**src/rtl/load_store_unit_if.sv**
```systemverilog
// load_store_unit_if: request/response handshake plus memory bus of the load/store unit.
interface load_store_unit_if;
    logic        req_valid;
    logic        req_ready;
    logic        req_write;
    logic [2:0]  req_funct3;
    logic [31:0] req_addr;
    logic [31:0] req_wdata;
    logic        resp_valid;
    logic        resp_ready;
    logic [31:0] resp_rdata;
    logic        resp_error;
    logic [31:0] mem_address;
    logic        mem_read;
    logic        mem_write;
    logic [2:0]  mem_funct3;
    logic [31:0] mem_write_data;
    logic [31:0] mem_read_data;
    modport master (
        output req_valid, req_write, req_funct3, req_addr, req_wdata, resp_ready, mem_read_data,
        input  req_ready, resp_valid, resp_rdata, resp_error,
               mem_address, mem_read, mem_write, mem_funct3, mem_write_data
    );
    modport slave (
        input  req_valid, req_write, req_funct3, req_addr, req_wdata, resp_ready, mem_read_data,
        output req_ready, resp_valid, resp_rdata, resp_error,
               mem_address, mem_read, mem_write, mem_funct3, mem_write_data
    );
endinterface

```
**src/rtl/load_store_unit.sv**
```systemverilog
// load_store_unit: sequences RV32I loads/stores to the 8 kB memory/peripheral block.
// LSU_MISALIGN_TRAP_EN: reject misaligned accesses instead of aligning them down.
module load_store_unit (
    input logic clk,
    input logic reset,
    load_store_unit_if.slave bus
);
    typedef enum logic [2:0] {IDLE, RD_ADDR, RD_DATA, WR, RESP} state_t;
    state_t state;
    logic resp_valid, resp_error, mem_read, mem_write;
    logic [31:0] resp_rdata, mem_address, mem_write_data;
    logic [2:0] mem_funct3;
    logic [2:0] f;
    logic legal, err;
    logic [31:0] addr, w, ext;
    logic [1:0] a;
    logic [7:0] b;
    logic [15:0] h;
    assign f = bus.req_funct3;
    assign legal = f[1:0] != 2'b11 && (bus.req_write ? !f[2] : !(f[2] && f[1]));
`ifdef LSU_MISALIGN_TRAP_EN
    assign err = !legal || (f[0] && bus.req_addr[0]) || (f[1] && bus.req_addr[1:0] != 2'b00);
    assign addr = bus.req_addr;
`else
    assign err = !legal;
    assign addr = {bus.req_addr[31:2], bus.req_addr[1] & ~f[1], bus.req_addr[0] & ~f[1] & ~f[0]};
`endif
    // Lane extraction uses the registered (possibly aligned) address and size.
    assign a = mem_address[1:0];
    assign w = bus.mem_read_data;
    assign b = w[{a, 3'b000} +: 8];
    assign h = a[1] ? w[31:16] : w[15:0];
    assign ext = mem_funct3[1] ? w :
                 mem_funct3[0] ? {{16{~mem_funct3[2] & h[15]}}, h} :
                                 {{24{~mem_funct3[2] & b[7]}}, b};
    always_ff @(posedge clk or posedge reset) begin
        if (reset) begin
            state <= IDLE;
            resp_valid <= 1'b0;
            resp_error <= 1'b0;
            resp_rdata <= '0;
            mem_read <= 1'b0;
            mem_write <= 1'b0;
            mem_address <= '0;
            mem_funct3 <= '0;
            mem_write_data <= '0;
        end else begin
            case (state)
                IDLE: if (bus.req_valid) begin
                    mem_address <= addr;
                    mem_funct3 <= f;
                    mem_write_data <= bus.req_wdata;
                    if (err) begin
                        state <= RESP;
                        resp_valid <= 1'b1;
                        resp_error <= 1'b1;
                        resp_rdata <= '0;
                    end else if (bus.req_write) begin
                        state <= WR;
                        mem_write <= 1'b1;
                    end else begin
                        state <= RD_ADDR;
                        mem_read <= 1'b1;
                    end
                end
                RD_ADDR: state <= RD_DATA;
                RD_DATA: begin
                    state <= RESP;
                    mem_read <= 1'b0;
                    resp_valid <= 1'b1;
                    resp_error <= 1'b0;
                    resp_rdata <= ext;
                end
                WR: begin
                    state <= RESP;
                    mem_write <= 1'b0;
                    resp_valid <= 1'b1;
                    resp_error <= 1'b0;
                    resp_rdata <= '0;
                end
                RESP: if (bus.resp_ready) begin
                    state <= IDLE;
                    resp_valid <= 1'b0;
                end
                default: state <= IDLE;
            endcase
        end
    end
    assign bus.req_ready = state == IDLE && !reset;
    assign bus.resp_valid = resp_valid;
    assign bus.resp_error = resp_error;
    assign bus.resp_rdata = resp_rdata;
    assign bus.mem_read = mem_read;
    assign bus.mem_write = mem_write;
    assign bus.mem_address = mem_address;
    assign bus.mem_funct3 = mem_funct3;
    assign bus.mem_write_data = mem_write_data;
endmodule
```
**src/flat_wrapper.sv**
```systemverilog
// flat-port wrapper written by rule: the top's interface ports become plain ports
module load_store_unit_flat 
  (clk, reset, bus_req_valid, bus_req_write, bus_req_funct3, bus_req_addr, bus_req_wdata, bus_resp_ready, bus_mem_read_data, bus_req_ready, bus_resp_valid, bus_resp_rdata, bus_resp_error, bus_mem_address, bus_mem_read, bus_mem_write, bus_mem_funct3, bus_mem_write_data);
  load_store_unit_if bus_i ();
  input logic clk;
  input logic reset;
  input wire logic [$bits(bus_i.req_valid)-1:0] bus_req_valid;
  input wire logic [$bits(bus_i.req_write)-1:0] bus_req_write;
  input wire logic [$bits(bus_i.req_funct3)-1:0] bus_req_funct3;
  input wire logic [$bits(bus_i.req_addr)-1:0] bus_req_addr;
  input wire logic [$bits(bus_i.req_wdata)-1:0] bus_req_wdata;
  input wire logic [$bits(bus_i.resp_ready)-1:0] bus_resp_ready;
  input wire logic [$bits(bus_i.mem_read_data)-1:0] bus_mem_read_data;
  output wire logic [$bits(bus_i.req_ready)-1:0] bus_req_ready;
  output wire logic [$bits(bus_i.resp_valid)-1:0] bus_resp_valid;
  output wire logic [$bits(bus_i.resp_rdata)-1:0] bus_resp_rdata;
  output wire logic [$bits(bus_i.resp_error)-1:0] bus_resp_error;
  output wire logic [$bits(bus_i.mem_address)-1:0] bus_mem_address;
  output wire logic [$bits(bus_i.mem_read)-1:0] bus_mem_read;
  output wire logic [$bits(bus_i.mem_write)-1:0] bus_mem_write;
  output wire logic [$bits(bus_i.mem_funct3)-1:0] bus_mem_funct3;
  output wire logic [$bits(bus_i.mem_write_data)-1:0] bus_mem_write_data;
  assign bus_i.req_valid = bus_req_valid;
  assign bus_i.req_write = bus_req_write;
  assign bus_i.req_funct3 = bus_req_funct3;
  assign bus_i.req_addr = bus_req_addr;
  assign bus_i.req_wdata = bus_req_wdata;
  assign bus_i.resp_ready = bus_resp_ready;
  assign bus_i.mem_read_data = bus_mem_read_data;
  assign bus_req_ready = bus_i.req_ready;
  assign bus_resp_valid = bus_i.resp_valid;
  assign bus_resp_rdata = bus_i.resp_rdata;
  assign bus_resp_error = bus_i.resp_error;
  assign bus_mem_address = bus_i.mem_address;
  assign bus_mem_read = bus_i.mem_read;
  assign bus_mem_write = bus_i.mem_write;
  assign bus_mem_funct3 = bus_i.mem_funct3;
  assign bus_mem_write_data = bus_i.mem_write_data;
  load_store_unit u_core (.clk(clk), .reset(reset), .bus(bus_i));
endmodule
```
**config.mk**
```make
export PLATFORM = sky130hd
export DESIGN_NAME = load_store_unit_flat
export DESIGN_NICKNAME = d
export VERILOG_FILES = /design/src/rtl/load_store_unit_if.sv /design/src/rtl/load_store_unit.sv /design/src/flat_wrapper.sv
export SDC_FILE = /design/constraint.sdc
export NUM_CORES = 1
export LEC_CHECK = 0
export CAP_MARGIN = 20
export CORE_MARGIN = 8
export CORE_UTILIZATION = 35
export DETAILED_ROUTE_END_ITERATION = 8
export GPL_ROUTABILITY_DRIVEN = 1
export HOLD_SLACK_MARGIN = 0.15
export PLACE_DENSITY_LB_ADDON = 0.15
export SLEW_MARGIN = 5
export SYNTH_ARGS = -nofsm -noshare
export SYNTH_HDL_FRONTEND = slang
export SYNTH_SLANG_ARGS = --single-unit
```
**constraint.sdc**
```tcl
create_clock -name clk -period 4.61 [get_ports clk]
set_clock_uncertainty 0.1 [all_clocks]
set_input_delay 0.6915 -clock clk [delete_from_list [all_inputs] [get_ports clk]]
set_output_delay 0.6915 -clock clk [all_outputs]
set_load 0.05 [all_outputs]
```
==> flow_summary.json, run 1 <==
{
  "rsz0062_at_grt": "no",
  "synth-area-yosys_um2": 4430,
  "top_cell_area_share_pct": 59.9,
  "p_per_area_nw_per_um2": 780,
  "worstReg2RegEnd": "u_core.bus.resp_rdata[29]$_DFFE_PP0P_",
  "slew_headroom_pct": 27.3,
  "rrSetupSlack_ps": 2340,
  "layout_top_cells": "207 x clkdlybuf4s50_1, 106 x dfrtp_1, 64 x mux2_2",
  "crit_fanout": 2,
  "slowest_delay_ps": 860,
  "placed_area_um2": 6680,
  "dr.pass1.iters": 4,
  "startpoint_type": "primary input",
  "tns_ps": 0,
  "vias": 3477,
  "drive_gt1_share_pct": 20.3,
  "r2r_start": "u_core.bus.mem_address[1]$_DFFE_PP0P_",
  "synthMostInstantiatedCell": "dfrtp_1",
  "syn_area_per_cell_um2": 13.8,
  "critPathLaunch": "reset",
  "ys_ff": 106,
  "cts.clk_slew.worst_paths_ps": 70,
  "reg2reg_depth": 4,
  "clock-root-buffer": "clkbuf_16",
  "cts_resized": 0,
  "grt_pass1_wl_um": 20900,
  "synth_stat.cells": 321,
  "finalWirelength_um": 13400,
  "htreeDepth": 3,
  "ir_drop_mv": 0.488,
  "fp_nets": 425,
  "status": "completed",
  "cp.required_ps": 3820,
  "fp.dieW_um": 128,
  "swShare_pct": 46.3,
  "grt_use_total_pct": 16.5,
  "synthTopLogicFamily": "multiplexers",
  "path_cells": "clkdlybuf4s50_1 -> nor4_1 -> clkdlybuf4s50_1",
  "yosys.area_share.simple_pct": 6.14,
  "gp_congestion": 0.722,
  "cp-end-kind": "output port",
  "synthMuxAreaShare_pct": 18.5,
  "synth_sequential_area_ratio_pct": 59.9,
  "fp_util_pct": 35.5,
  "final_max_slew_viol_count": 0,
  "topCellsByArea": "dfrtp_1 60%, mux2_2 16%, a221o_2 4.1%",
  "mostFrequentLayoutCell": "clkdlybuf4s50_1",
  "drv_cap": 0,
  "design.die.area_um2": 16500,
  "syn_inst": 321,
  "fmax_mhz": 334,
  "crit_path_top_delay_cell": "clkdlybuf4s50_1",
  "cts_hold_buf": 0
}
## run 1: metal layers
layer / vias up / share of wire (%) / track usage (%)
li1: 1598 / - / -
met1: 1720 / 41 / 19.4
met2: 146 / 46 / 25.2
met3: 13 / 11 / 7.90
met4: 0 / 1.7 / 6.99
met5: - / 0 / 0
## run 1: flip-flops by register name (all words and copies together) (netlist names)
| name | cells |
|---|---|
| u_core.bus.mem_write | 1 |
| u_core.bus.mem_read | 1 |
| u_core.bus.resp_rdata | 32 |
| u_core.state | 3 |
| u_core.bus.resp_valid | 1 |
| u_core.bus.mem_address | 32 |
| u_core.bus.mem_write_data | 32 |
| u_core.bus.mem_funct3 | 3 |
| u_core.bus.resp_error | 1 |
## run 1: final cells by class
| type | instances | area (µm²) | area share [%] |
|---|---|---|---|
| Sequential cell | 106 | 2650 | 38.0 |
| Timing Repair Buffer | 213 | 2140 | 30.6 |
| Multi-Input combinational cell | 184 | 1640 | 23.4 |
| Clock buffer | 13 | 270 | 3.87 |
| Tap cell | 172 | 215 | 3.08 |
| Inverter | 9 | 36.3 | 0.520 |
| Clock inverter | 2 | 35.0 | 0.502 |
## run 1: power groups by stage
| stage | clock (mW) | sequential [mW] | combinational [mW] |
|---|---|---|---|
| floorplan | 0 | 2.86 | 0.755 |
| global route | 0.847 | 1.65 | 3.21 |
| CTS | 0.816 | 1.60 | 3.10 |
| global placement | 0 | 1.59 | 3.08 |
| detailed placement | 0 | 1.61 | 3.09 |
| finish | 0.788 | 1.59 | 3.07 |
## run 1: worst max-delay path, delay by kind of cell
family                 cells  cell delay [ps]
buffers and inverters      2             1320
and+or+nand+nor            1              190
## run 1: per-stage QoR
stage	setup WS (ps)	instances	hold WS [ps]
floorplan	1030	321	423
global placement	1600	683	383
detailed placement	1590	684	379
CTS	1600	699	394
global route	1550	699	409
finish	1620	699	393
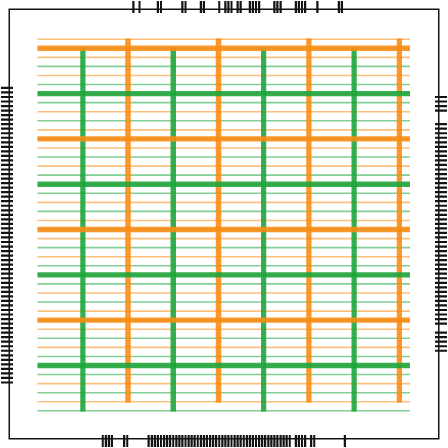
(run_1/power_grid.png)
Pins as bars on the die edge.
net	colour
VSS	green
VDD	orange
met1 rails	42
met5 straps	8

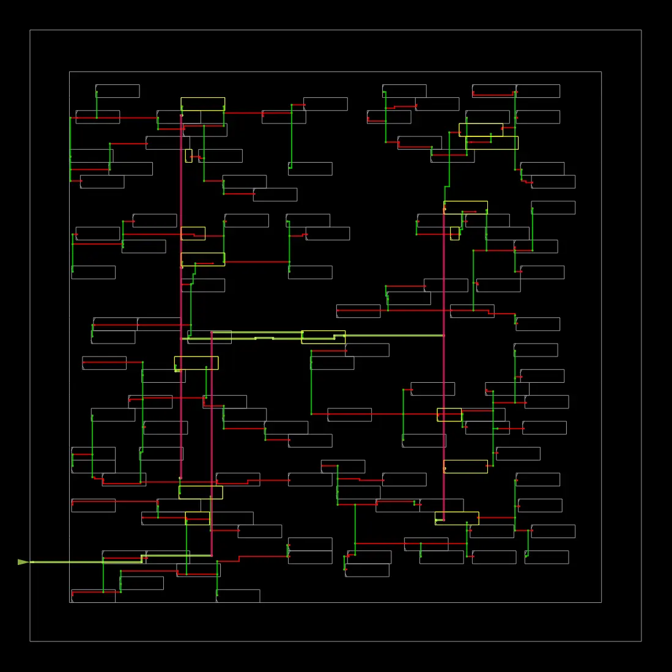
(run_1/clocks.png)
Sink Count: 106
CTS Buf Count: 9
Late-Pin Clk Latency: 340 ps
flop count: 106

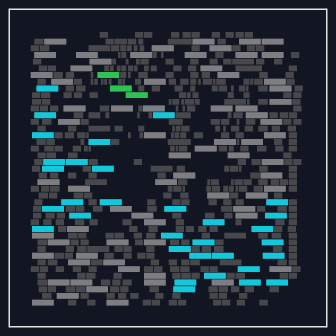
(run_1/flops_by_reg.png)
Other sequential cells in the stronger grey, the rest of the logic in the fainter grey.
signal	colour	sequential cells
u_core.state	green	3
u_core.bus.mem_address	cyan	32
not coloured	71
Flop area: 2650 µm²
Seq. pwr: 1.59 mW
Final Core Density: 56.0%
sequential cell area share: 38.0%

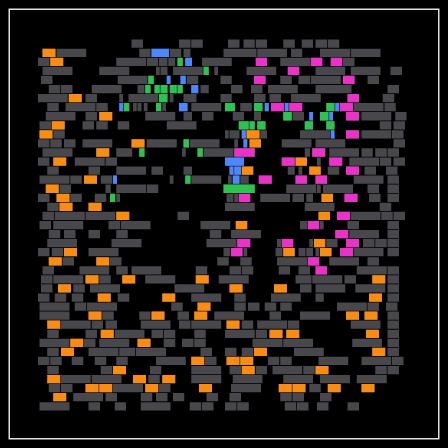
(run_1/logic_types.png)
family	colour	cells
mux cells	orange	74
aoi and oai cells	green	27
nor cells	blue	20
non-inverting ao/oa cells	magenta	32

## Run 2: what changed since run 1
clock period = 3.1 ns   (was 4.61 ns; I/O delays follow)
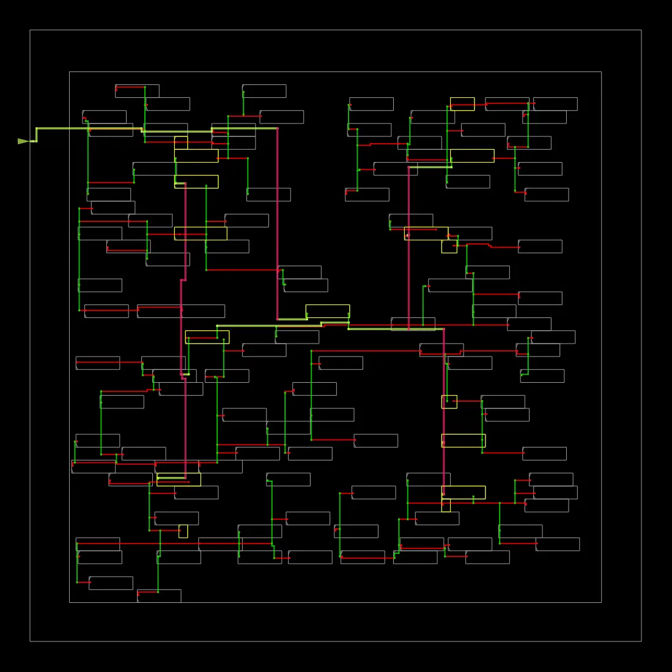
(run_2/clocks.png)
Late-Pin Clk Latency: 350 ps
clock network power: 1.17 mW

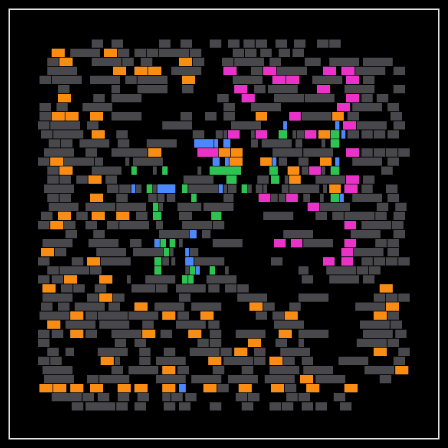
(run_2/logic_types.png)
family	colour	cells
aoi and oai cells	green	27
non-inverting ao/oa cells	magenta	32
mux cells	orange	74
nor cells	blue	20
Non-Filler Instances: 703
logic share of the area: 23.3%
Commonest Layout Cell: clkdlybuf4s50_1

==> flow_summary.json, run 2 <==
{
  "p_per_area_nw_per_um2": 1150,
  "flop_area_um2": 2650,
  "final.period_utilization_pct": 84.5,
  "topCellsByArea": "dfrtp_1 60%, mux2_2 16%, a221o_2 4.1%",
  "fmax_mhz": 382,
  "ys_ff": 106,
  "htreeDepth": 3,
  "drcViolationCount": 0,
  "rrSetupSlack_ps": 850,
  "seq_area_share_pct": 37.8,
  "cts_resized": 0,
  "slowest_delay_ps": 950,
  "gp_congestion": 0.754,
  "cts_hold_buf": 0,
  "reg_top3": "u_core.bus.mem_address x32, u_core.bus.mem_write_data x32, u_core.bus.resp_rdata x32",
  "path_buffers": 1,
  "layout_top_cells": "207 x clkdlybuf4s50_1, 106 x dfrtp_1, 64 x mux2_2",
  "fp_util_pct": 35.5,
  "tapCellCount": 172,
  "synthMostInstantiatedCell": "dfrtp_1",
  "design.die.area_um2": 16500,
  "crit_family": "buffers and inverters",
  "logic_area_um2": 1640,
  "dpl_worst_slack_ps": 572,
  "cp-end-kind": "output port",
  "inv_count": 9,
  "ir_drop_mv": 0.617,
  "crit_path_top_delay_cell": "clkdlybuf4s50_1",
  "ys_sh_aoi_pct": 12.1,
  "cp.required_ps": 2530,
  "vias": 3507,
  "top_cell_area_share_pct": 59.9,
  "startpoint_type": "flop",
  "synth_sequential_area_ratio_pct": 59.9,
  "fp.dieW_um": 128,
  "grt_use_total_pct": 16.1,
  "critPathLaunch": "u_core.bus.mem_address[1]$_DFFE_PP0P_",
  "grt_pass1_wl_um": 20600,
  "cts.clk_slew.worst_paths_ps": 70,
  "logic_gate_count": 184,
  "clock-root-buffer": "clkbuf_16",
  "final-clk-cell-share_pct": 4.34,
  "finalWirelength_um": 13300,
  "seq_cells": 106,
  "drive_gt1_share_pct": 21.1,
  "slew_headroom_pct": 57.0,
  "dr.pass1.iters": 4,
  "drv_cap": 0,
  "syn_inst": 321,
  "buf_share_pct": 30.9,
  "path_cells": "clkdlybuf4s50_1",
  "synth-area-yosys_um2": 4430,
  "dominant_cells": "registers",
  "r2r_start": "u_core.bus.mem_address[1]$_DFFE_PP0P_",
  "synth_stat.cells": 321,
  "rsz0062_at_grt": "no",
  "yosys.area_share.simple_pct": 6.14,
  "clock-sinks": 106,
  "numCtsBuffers": 9,
  "worstReg2RegEnd": "u_core.bus.resp_rdata[17]$_DFFE_PP0P_",
  "synthMuxAreaShare_pct": 18.5,
  "fin_util_pct": 56.2,
  "synthTopLogicFamily": "multiplexers",
  "swShare_pct": 46.6,
  "status": "completed",
  "fp_nets": 425,
  "crit_fanout": 14,
  "final.setup.worst_slack_ps": 481
}
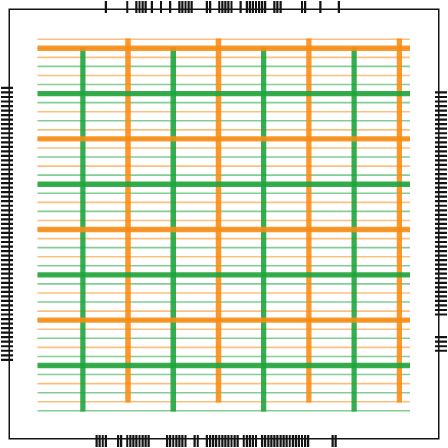
(run_2/power_grid.png)
Pins as bars on the die edge.
net	colour
VSS	green
VDD	orange
signal pins	208
rows	41

run 2: cell counts after synthesis:
Identical to the previous run, type by type.
run 2: cell families (layout without fill, tap and decap cells):
logic type,Yosys count,count (layout)
AND-OR/OR-AND,59,59
buffers and inverters,31,241
flip-flops,106,106
multiplexers,74,74
AND/OR/NAND/NOR,51,51
run 2: power groups by stage:
| stage | Combinational (mW) | Clock, mW | Sequential [mW] |
|---|---|---|---|
| 2_1_floorplan | 1.12 | 0 | 4.25 |
| 3_3_place_gp | 4.58 | 0 | 2.36 |
| 3_5_place_dp | 4.61 | 0 | 2.39 |
| 4_1_cts | 4.62 | 1.22 | 2.37 |
| 5_1_grt | 4.76 | 1.26 | 2.45 |
| 6_report | 4.56 | 1.17 | 2.36 |
run 2: worst max path at each step:
stage                               to  slack [ps]  depth (start not counted)
floorplan                bus_req_ready         500                          2
detailed placement       bus_req_ready         570                          3
global route        bus_mem_address[1]         400                          1
global placement         bus_req_ready         560                          3
CTS                 bus_mem_address[1]         460                          1
finish              bus_mem_address[1]         480                          1
run 2: metrics by stage:
stage	cells	cell area [µm²]	power (mW)	hold slack [ps]
2_1_floorplan	321	4430	5.37	423
6_report	703	7010	8.09	406
3_5_place_dp	687	6710	7.00	394
5_1_grt	703	7010	8.47	419
4_1_cts	703	7010	8.21	410
3_3_place_gp	687	6710	6.94	379
run 2: per-layer routing:
| layer | vias up | global-route usage (%) | part of all wire [%] |
|---|---|---|---|
| li1 | 1606 | - | - |
| met5 | - | 0 | 0 |
| met2 | 144 | 24.8 | 46 |
| met4 | 0 | 5.87 | 1.6 |
| met3 | 13 | 7.16 | 12 |
| met1 | 1744 | 19.6 | 40 |
## Run 3: what changed since run 2
clock period = 2.4 ns   (was 3.1 ns; I/O delays follow)
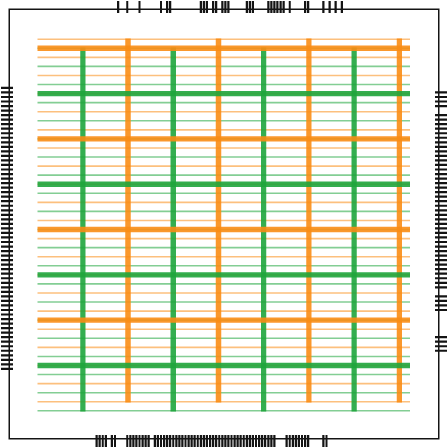
(run_3/power_grid.png)
Pins as bars on the die edge.
net	colour
VDD	orange
VSS	green
met5 straps	8
met1 rails	42
rows	41
signal pins	208
met4 straps	8
Core ar.: 12500 µm²
Die W: 128 µm
maximum vdd drop: 0.949 mV
Die Ht: 128 µm

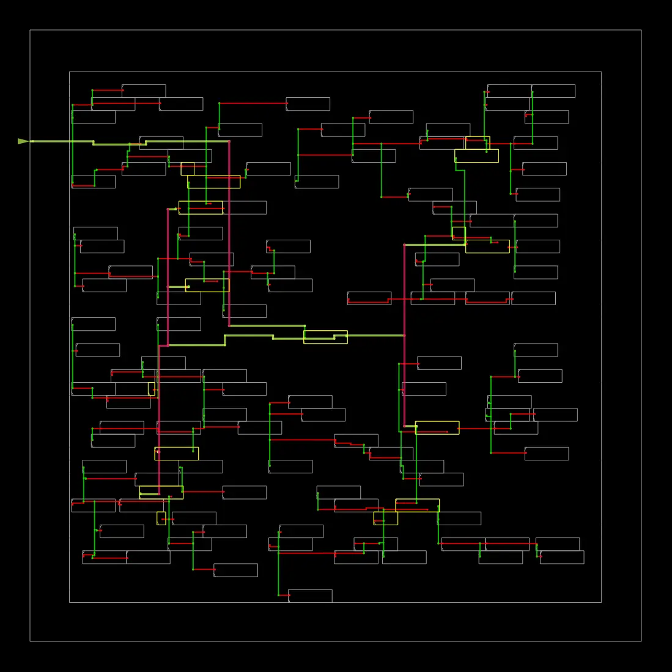
(run_3/clocks.png)
CLK BUF: 12
Late-Pin Clk Latency: 340 ps

==> flow_summary.json, run 3 <==
{
  "status": "completed",
  "synthMostInstantiatedCell": "dfrtp_1",
  "path_buffers": 1,
  "slew_headroom_pct": 62.1,
  "met3_usage_pct": 7.65,
  "hold_class": "primary input to async pin",
  "fp_util_pct": 35.5,
  "synth-area-yosys_um2": 4430,
  "fmax_mhz": 456,
  "tapCellCount": 172,
  "grtUsageMet2_pct": 27.8,
  "gp_congestion": 0.771,
  "routed_via_density": 4.95,
  "grt_pass1_wl_um": 21500,
  "grt.busiest_layer": "met2",
  "swShare_pct": 46.4,
  "final.setup.worst_slack_ps": 209,
  "cts_resized": 0,
  "cp-end-kind": "output port",
  "fin_util_pct": 56.8,
  "dp_cells": 694,
  "path_cells": "clkdlybuf4s50_1",
  "finalWirelength_um": 13600,
  "top_layer_used": "met4",
  "crit_fanout": 4,
  "rsz0062_at_grt": "no",
  "mostFrequentLayoutCell": "clkdlybuf4s50_1",
  "vias": 3518,
  "reg_top3": "u_core.bus.mem_address x32, u_core.bus.mem_write_data x32, u_core.bus.resp_rdata x32",
  "logic_area_um2": 1640,
  "startpoint_type": "flop",
  "cts_hold_buf": 0,
  "topCellsByArea": "dfrtp_1 60%, mux2_2 16%, a221o_2 4.1%",
  "layout_top_cells": "203 x clkdlybuf4s50_1, 106 x dfrtp_1, 64 x mux2_2",
  "dominant_cells": "registers",
  "dpl_worst_slack_ps": 119,
  "use_met1_pct": 19.2,
  "drcViolationCount": 0,
  "dr.pass1.iters": 4,
  "htreeDepth": 3,
  "p_per_area_nw_per_um2": 1490,
  "syn_inst": 321,
  "comb_share_pct": 23.2,
  "ys_ff": 106,
  "whs_ps": 405,
  "crit_family": "buffers and inverters",
  "grt_use_total_pct": 16.9,
  "clock-sinks": 106,
  "area_growth_pct": 60.1,
  "final.period_utilization_pct": 91.3,
  "inv_count": 9,
  "wl_met3_um": 1450,
  "clock-root-buffer": "clkbuf_16",
  "fin_cells": 710,
  "fp_nets": 425,
  "ff_type": "dfrtp_1",
  "wl_met1_um": 5340,
  "ioPinCount": 208,
  "cp.required_ps": 1940,
  "synth_stat.cells": 321,
  "slowest_delay_ps": 890,
  "drive_gt1_share_pct": 22.9,
  "seq_area_share_pct": 37.4,
  "design.die.area_um2": 16500,
  "drv_cap": 0,
  "wl_met2_um": 6700,
  "p_total_mw": 10.6,
  "logic_gate_count": 184,
  "top_cell_area_share_pct": 59.9,
  "final-clk-cell-share_pct": 4.33,
  "buf_share_pct": 31.5,
  "flop_area_um2": 2650,
  "synth_sequential_area_ratio_pct": 59.9,
  "crit_path_top_delay_cell": "clkdlybuf4s50_1"
}
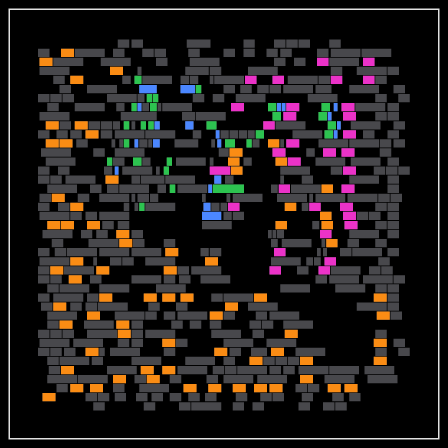
(run_3/logic_types.png)
family	colour	cells
non-inverting ao/oa cells	magenta	32
mux cells	orange	74
aoi and oai cells	green	27
nor cells	blue	20

run 3: cell count changes in the layout (fill, tap and decap cells not counted):
cell,previous run,this run
clkinv_4,1,0
clkbuf_1,0,1
clkinv_2,2,1
nor4_2,0,1
inv_6,1,0
clkdlybuf4s50_1,207,203
clkinvlp_4,2,3
clkbuf_8,1,2
buf_12,2,4
buf_4,7,16
nor4_1,1,0
run 3: logic make-up after synthesis:
logic type	after synthesis	share of synthesized area, %
muxes	74	18.5
DFF	106	59.9
and+or+nand+nor	51	6.14
AOI/OAI and AO/OA	59	12.1
buffers and inverters	31	3.31
run 3: power groups by stage:
stage | Combinational (mW) | Clock (mW) | Sequential, mW
detailed placement | 6.10 | 0 | 3.05
floorplan | 1.45 | 0 | 5.49
CTS | 6.12 | 1.55 | 3.04
global placement | 6.05 | 0 | 3.02
finish | 6.04 | 1.51 | 3.02
global route | 6.31 | 1.61 | 3.15
run 3: worst paths after layout:
check / from / to / cells past startpoint / slack [ps]
worst max-delay path: u_core.bus.mem_funct3[2]$_DFFE_PP0P_ / bus_mem_funct3[2] / 1 / 210
worst min-delay path: reset / u_core.bus.resp_error$_DFFE_PP0P_ / 3 / 410
worst max register to register: u_core.state[0]$_DFFE_PP0P_ / u_core.bus.resp_rdata[11]$_DFFE_PP0P_ / 4 / 360
worst min register to register: u_core.bus.mem_address[23]$_DFFE_PP0P_ / u_core.bus.mem_address[23]$_DFFE_PP0P_ / 1 / 410
max in group asynchronous: reset / u_core.bus.mem_address[4]$_DFFE_PP0P_ / 3 / 1330
min in group clk: u_core.bus.mem_address[23]$_DFFE_PP0P_ / u_core.bus.mem_address[23]$_DFFE_PP0P_ / 1 / 410
Power is estimated from default activity; no workload was simulated.
